clock_nets.png
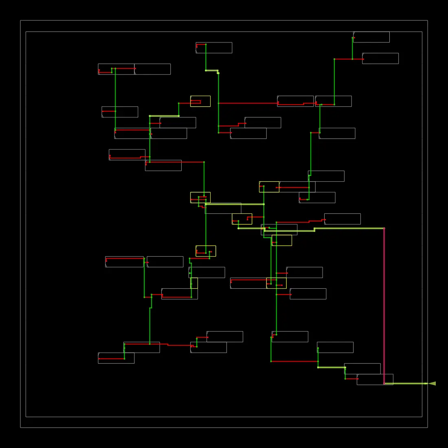
gates.png
The bar under the picture is 20 µm long.
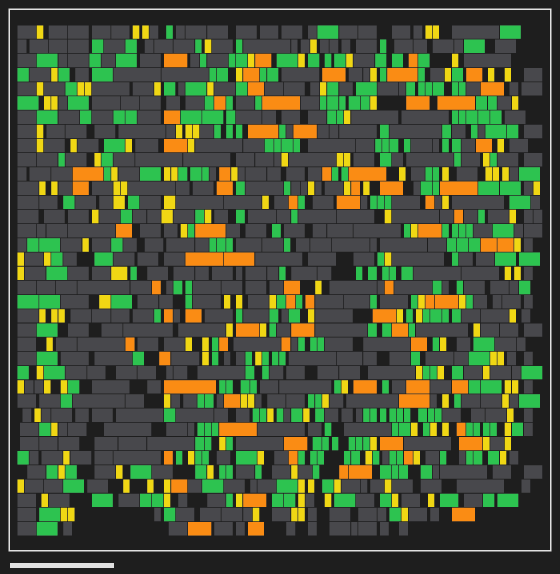
**src/rtl/ro_cache_refill_if.sv**
```systemverilog
// ro_cache_refill_if: miss-port, backing-bus, data-array and tag-write signals of the refill controller.
// master is the controller side, slave the cache/bus environment side.
interface ro_cache_refill_if #(
    parameter int MEM_DEPTH  = 32,
    parameter int LINE_WORDS = 4,
    parameter int ADDR_WIDTH = 32,
    parameter int DATA_WIDTH = 32
);
    localparam int IW = $clog2(MEM_DEPTH);
    localparam int OW = $clog2(LINE_WORDS);

    logic                     miss_req_0, miss_req_1;
    logic [ADDR_WIDTH-1:0]    miss_addr_0, miss_addr_1;
    logic                     miss_gnt_0, miss_gnt_1;
    logic                     miss_done_0, miss_done_1;
    logic                     bus_req;
    logic [ADDR_WIDTH-1:0]    bus_addr;
    logic                     bus_ack;
    logic                     bus_rvalid;
    logic                     bus_rready;
    logic [DATA_WIDTH-1:0]    bus_rdata;
    logic                     arr_wen;
    logic [IW-1:0]            arr_waddr;
    logic [DATA_WIDTH-1:0]    arr_wdata;
    logic                     arr_wready;
    logic                     tag_wen;
    logic [IW-OW-1:0]         tag_widx;
    logic [ADDR_WIDTH-IW-1:0] tag_wtag;

    modport master (
        input  miss_req_0, miss_req_1, miss_addr_0, miss_addr_1,
        input  bus_ack, bus_rvalid, bus_rdata, arr_wready,
        output miss_gnt_0, miss_gnt_1, miss_done_0, miss_done_1,
        output bus_req, bus_addr, bus_rready,
        output arr_wen, arr_waddr, arr_wdata,
        output tag_wen, tag_widx, tag_wtag
    );

    modport slave (
        output miss_req_0, miss_req_1, miss_addr_0, miss_addr_1,
        output bus_ack, bus_rvalid, bus_rdata, arr_wready,
        input  miss_gnt_0, miss_gnt_1, miss_done_0, miss_done_1,
        input  bus_req, bus_addr, bus_rready,
        input  arr_wen, arr_waddr, arr_wdata,
        input  tag_wen, tag_widx, tag_wtag
    );
endinterface

```
**src/rtl/ro_cache_refill_ctrl.sv**
```systemverilog
// ro_cache_refill_ctrl: round-robin miss-refill sequencer streaming one bus burst per line into the data array.
// Define RO_CACHE_REFILL_CWF_EN for critical-word-first bursts; otherwise bursts are line-aligned.
module ro_cache_refill_ctrl #(
    parameter int MEM_DEPTH  = 32,
    parameter int LINE_WORDS = 4,
    parameter int ADDR_WIDTH = 32,
    parameter int DATA_WIDTH = 32
) (
    input  logic              clk,
    input  logic              rst_n,
    ro_cache_refill_if.master cif,
    output logic              busy_o
);
    localparam int IW   = $clog2(MEM_DEPTH);
    localparam int OW   = $clog2(LINE_WORDS);
    localparam int LAST = LINE_WORDS - 1;

    typedef enum logic [1:0] {IDLE, REQ, FILL, DONE} state_e;

    state_e                state_q;
    logic [ADDR_WIDTH-1:0] addr_q;
    logic                  owner_q;
    logic                  prio_q;
    logic [OW:0]           cnt_q;

    logic                  both, sel, in_idle, in_fill, in_done, xfer, co;
    logic [ADDR_WIDTH-1:0] other_addr;
    logic [OW-1:0]         off;

    assign both       = cif.miss_req_0 && cif.miss_req_1;
    assign sel        = both ? prio_q : cif.miss_req_1;
    assign in_idle    = state_q == IDLE;
    assign in_fill    = state_q == FILL;
    assign in_done    = state_q == DONE;
    assign xfer       = in_fill && cif.bus_rvalid && cif.arr_wready;
    assign other_addr = owner_q ? cif.miss_addr_0 : cif.miss_addr_1;
    // A waiting request for the line being installed is satisfied without a second burst.
    assign co = in_done && (owner_q ? cif.miss_req_0 : cif.miss_req_1)
                && other_addr[ADDR_WIDTH-1:OW] == addr_q[ADDR_WIDTH-1:OW];

`ifdef RO_CACHE_REFILL_CWF_EN
    assign off          = cnt_q[OW-1:0] + addr_q[OW-1:0];
    assign cif.bus_addr = state_q == REQ ? addr_q : '0;
`else
    assign off          = cnt_q[OW-1:0];
    assign cif.bus_addr = state_q == REQ ? {addr_q[ADDR_WIDTH-1:OW], {OW{1'b0}}} : '0;
`endif

    assign cif.miss_gnt_0  = (in_idle && cif.miss_req_0 && !sel) || (co && owner_q);
    assign cif.miss_gnt_1  = (in_idle && sel) || (co && !owner_q);
    assign cif.miss_done_0 = in_done && (!owner_q || co);
    assign cif.miss_done_1 = in_done && (owner_q || co);
    assign cif.bus_req     = state_q == REQ;
    // Holding rready low while the array stalls keeps the beat on the bus.
    assign cif.bus_rready  = in_fill && cif.arr_wready;
    assign cif.arr_wen     = in_fill && cif.bus_rvalid;
    assign cif.arr_waddr   = in_fill ? {addr_q[IW-1:OW], off} : '0;
    assign cif.arr_wdata   = in_fill ? cif.bus_rdata : '0;
    assign cif.tag_wen     = in_done;
    assign cif.tag_widx    = in_done ? addr_q[IW-1:OW] : '0;
    assign cif.tag_wtag    = in_done ? addr_q[ADDR_WIDTH-1:IW] : '0;
    assign busy_o          = !in_idle;

    // prio_q only moves on contended grants, so simultaneous pairs alternate.
    always_ff @(posedge clk or negedge rst_n) begin
        if (!rst_n) begin
            state_q <= IDLE;
            addr_q  <= '0;
            owner_q <= 1'b0;
            prio_q  <= 1'b0;
            cnt_q   <= '0;
        end else begin
            case (state_q)
                IDLE: if (cif.miss_req_0 || cif.miss_req_1) begin
                    state_q <= REQ;
                    owner_q <= sel;
                    addr_q  <= sel ? cif.miss_addr_1 : cif.miss_addr_0;
                    if (both) prio_q <= !sel;
                end
                REQ: if (cif.bus_ack) begin
                    state_q <= FILL;
                    cnt_q   <= '0;
                end
                FILL: if (xfer) begin
                    cnt_q <= cnt_q + 1'b1;
                    if (cnt_q == LAST[OW:0]) state_q <= DONE;
                end
                default: state_q <= IDLE;
            endcase
        end
    end
endmodule

```
**src/flat_wrapper.sv**
```systemverilog
// flat-port wrapper written by rule: the top's interface ports become plain ports
module ro_cache_refill_ctrl_flat 
#(
    parameter int MEM_DEPTH  = 32,
    parameter int LINE_WORDS = 4,
    parameter int ADDR_WIDTH = 32,
    parameter int DATA_WIDTH = 32
)
  (clk, rst_n, busy_o, cif_miss_req_0, cif_miss_req_1, cif_miss_addr_0, cif_miss_addr_1, cif_bus_ack, cif_bus_rvalid, cif_bus_rdata, cif_arr_wready, cif_miss_gnt_0, cif_miss_gnt_1, cif_miss_done_0, cif_miss_done_1, cif_bus_req, cif_bus_addr, cif_bus_rready, cif_arr_wen, cif_arr_waddr, cif_arr_wdata, cif_tag_wen, cif_tag_widx, cif_tag_wtag);
  ro_cache_refill_if #(.MEM_DEPTH(MEM_DEPTH), .LINE_WORDS(LINE_WORDS), .ADDR_WIDTH(ADDR_WIDTH), .DATA_WIDTH(DATA_WIDTH)) cif_i ();
  input  logic clk;
  input  logic rst_n;
  output logic busy_o;
  input wire logic [$bits(cif_i.miss_req_0)-1:0] cif_miss_req_0;
  input wire logic [$bits(cif_i.miss_req_1)-1:0] cif_miss_req_1;
  input wire logic [$bits(cif_i.miss_addr_0)-1:0] cif_miss_addr_0;
  input wire logic [$bits(cif_i.miss_addr_1)-1:0] cif_miss_addr_1;
  input wire logic [$bits(cif_i.bus_ack)-1:0] cif_bus_ack;
  input wire logic [$bits(cif_i.bus_rvalid)-1:0] cif_bus_rvalid;
  input wire logic [$bits(cif_i.bus_rdata)-1:0] cif_bus_rdata;
  input wire logic [$bits(cif_i.arr_wready)-1:0] cif_arr_wready;
  output wire logic [$bits(cif_i.miss_gnt_0)-1:0] cif_miss_gnt_0;
  output wire logic [$bits(cif_i.miss_gnt_1)-1:0] cif_miss_gnt_1;
  output wire logic [$bits(cif_i.miss_done_0)-1:0] cif_miss_done_0;
  output wire logic [$bits(cif_i.miss_done_1)-1:0] cif_miss_done_1;
  output wire logic [$bits(cif_i.bus_req)-1:0] cif_bus_req;
  output wire logic [$bits(cif_i.bus_addr)-1:0] cif_bus_addr;
  output wire logic [$bits(cif_i.bus_rready)-1:0] cif_bus_rready;
  output wire logic [$bits(cif_i.arr_wen)-1:0] cif_arr_wen;
  output wire logic [$bits(cif_i.arr_waddr)-1:0] cif_arr_waddr;
  output wire logic [$bits(cif_i.arr_wdata)-1:0] cif_arr_wdata;
  output wire logic [$bits(cif_i.tag_wen)-1:0] cif_tag_wen;
  output wire logic [$bits(cif_i.tag_widx)-1:0] cif_tag_widx;
  output wire logic [$bits(cif_i.tag_wtag)-1:0] cif_tag_wtag;
  assign cif_i.miss_req_0 = cif_miss_req_0;
  assign cif_i.miss_req_1 = cif_miss_req_1;
  assign cif_i.miss_addr_0 = cif_miss_addr_0;
  assign cif_i.miss_addr_1 = cif_miss_addr_1;
  assign cif_i.bus_ack = cif_bus_ack;
  assign cif_i.bus_rvalid = cif_bus_rvalid;
  assign cif_i.bus_rdata = cif_bus_rdata;
  assign cif_i.arr_wready = cif_arr_wready;
  assign cif_miss_gnt_0 = cif_i.miss_gnt_0;
  assign cif_miss_gnt_1 = cif_i.miss_gnt_1;
  assign cif_miss_done_0 = cif_i.miss_done_0;
  assign cif_miss_done_1 = cif_i.miss_done_1;
  assign cif_bus_req = cif_i.bus_req;
  assign cif_bus_addr = cif_i.bus_addr;
  assign cif_bus_rready = cif_i.bus_rready;
  assign cif_arr_wen = cif_i.arr_wen;
  assign cif_arr_waddr = cif_i.arr_waddr;
  assign cif_arr_wdata = cif_i.arr_wdata;
  assign cif_tag_wen = cif_i.tag_wen;
  assign cif_tag_widx = cif_i.tag_widx;
  assign cif_tag_wtag = cif_i.tag_wtag;
  ro_cache_refill_ctrl #(.MEM_DEPTH(MEM_DEPTH), .LINE_WORDS(LINE_WORDS), .ADDR_WIDTH(ADDR_WIDTH), .DATA_WIDTH(DATA_WIDTH)) u_core (.clk(clk), .rst_n(rst_n), .cif(cif_i), .busy_o(busy_o));
endmodule
```
**config.mk**
```make
export PLATFORM = sky130hd
export DESIGN_NAME = ro_cache_refill_ctrl_flat
export DESIGN_NICKNAME = d
export VERILOG_FILES = /design/src/rtl/ro_cache_refill_if.sv /design/src/rtl/ro_cache_refill_ctrl.sv /design/src/flat_wrapper.sv
export SDC_FILE = /design/constraint.sdc
export NUM_CORES = 1
export LEC_CHECK = 0
export ABC_AREA = 1
export CORE_UTILIZATION = 35
export CTS_CLUSTER_SIZE = 25
export DETAILED_ROUTE_END_ITERATION = 6
export PLACE_DENSITY_LB_ADDON = 0.3
export SYNTH_ARGS = -nofsm -noshare
export SYNTH_HDL_FRONTEND = slang
export SYNTH_SLANG_ARGS = --single-unit
```
**constraint.sdc**
```tcl
create_clock -name clk -period 1.6 [get_ports clk]
set_input_delay 0.32 -clock clk [delete_from_list [all_inputs] [get_ports clk]]
set_output_delay 0.32 -clock clk [all_outputs]
set_load 0.005 [all_outputs]
```
==> changes_impl.md <==
### Changed

- Status: finished with violations
- Failing checks: negative setup slack
- Clock-net power: a little under 800 µW
- Part of the power in registers: 11.4%
- Clock share of power: approximately 4.8%
- Fill count: about 480
- Async SR Flop Fraction: 100%
- Max incr delay on CP: about 0.43 ns
- Final-stage net count: between 1000 and 1500
- Die X: between 100 and 150 µm
- Starting Density: between 30% and 40%
- Worst path depth: 14
- Met3 usage: 7.24%
- Non-clk invs: between 150 and 200
- Final WS setup: -1.22 ns
- Tmin final: between 2 and 3 ns
- Post-synth regs: 37
- Top power group: combinational cells
- Leak Pwr: 0.00501 µW
- Synth Area per Inst: about 5.4 µm²
- Pre-CTS setup slack: -1.08 ns
- Commonest Layout Cell: nand2_1
- Share of layout cells above drive strength 1: between 50% and 60%
- Grt ovf: 0
- N_diodes: 0
- Top non-seq family: simple AND/OR/NAND/NOR gates
- Crit path DRT: around 1.3 ns
- Post-CTS setup buffer count: between 70 and 80
- Final Hold Viols: 0
- Largest area contributor in the netlist: nand2_1
- 1st-iter DRT viols: a little over 700
- Top cells, area: nand2_1 28%, dfrtp_1 26%, inv_1 17%
- Clk latency late pin: about 0.29 ns
- Via count: roughly 6300
- Largest register by flop count: u_core.addr_q
- Xor/xnor share: 0%
- CTS buffer count: 5
- Worst hold path type: in -> async
- First drt pass iteration count: 5
- Logic area: roughly 0.0029 mm²
- Htree depth: 2
- # setup viols final: about 140
- Met2 Usage GRT: between 60 and 70%
- Met1 wire length: between 7000 and 8000 µm
- CTS Hold Buffers Added: 1
- Clock Tree Buf Depth: 2
- # Cells Yosys: around 670
-- clock_nets.png (at the start) --
Worst Skew: 0.00668 ns
clkbuf count: 7
Num Clock Sinks: 37

-- gates.png (at the start) --
- inv cells: yellow (cells 164; most used inv_1; where all over the die)
- aoi and oai cells: orange (cells 77; most used o22ai_2)
- nand cells: green (cells 307; most used nand2_1; where all over the die)

Power is estimated from default activity; no workload was simulated.
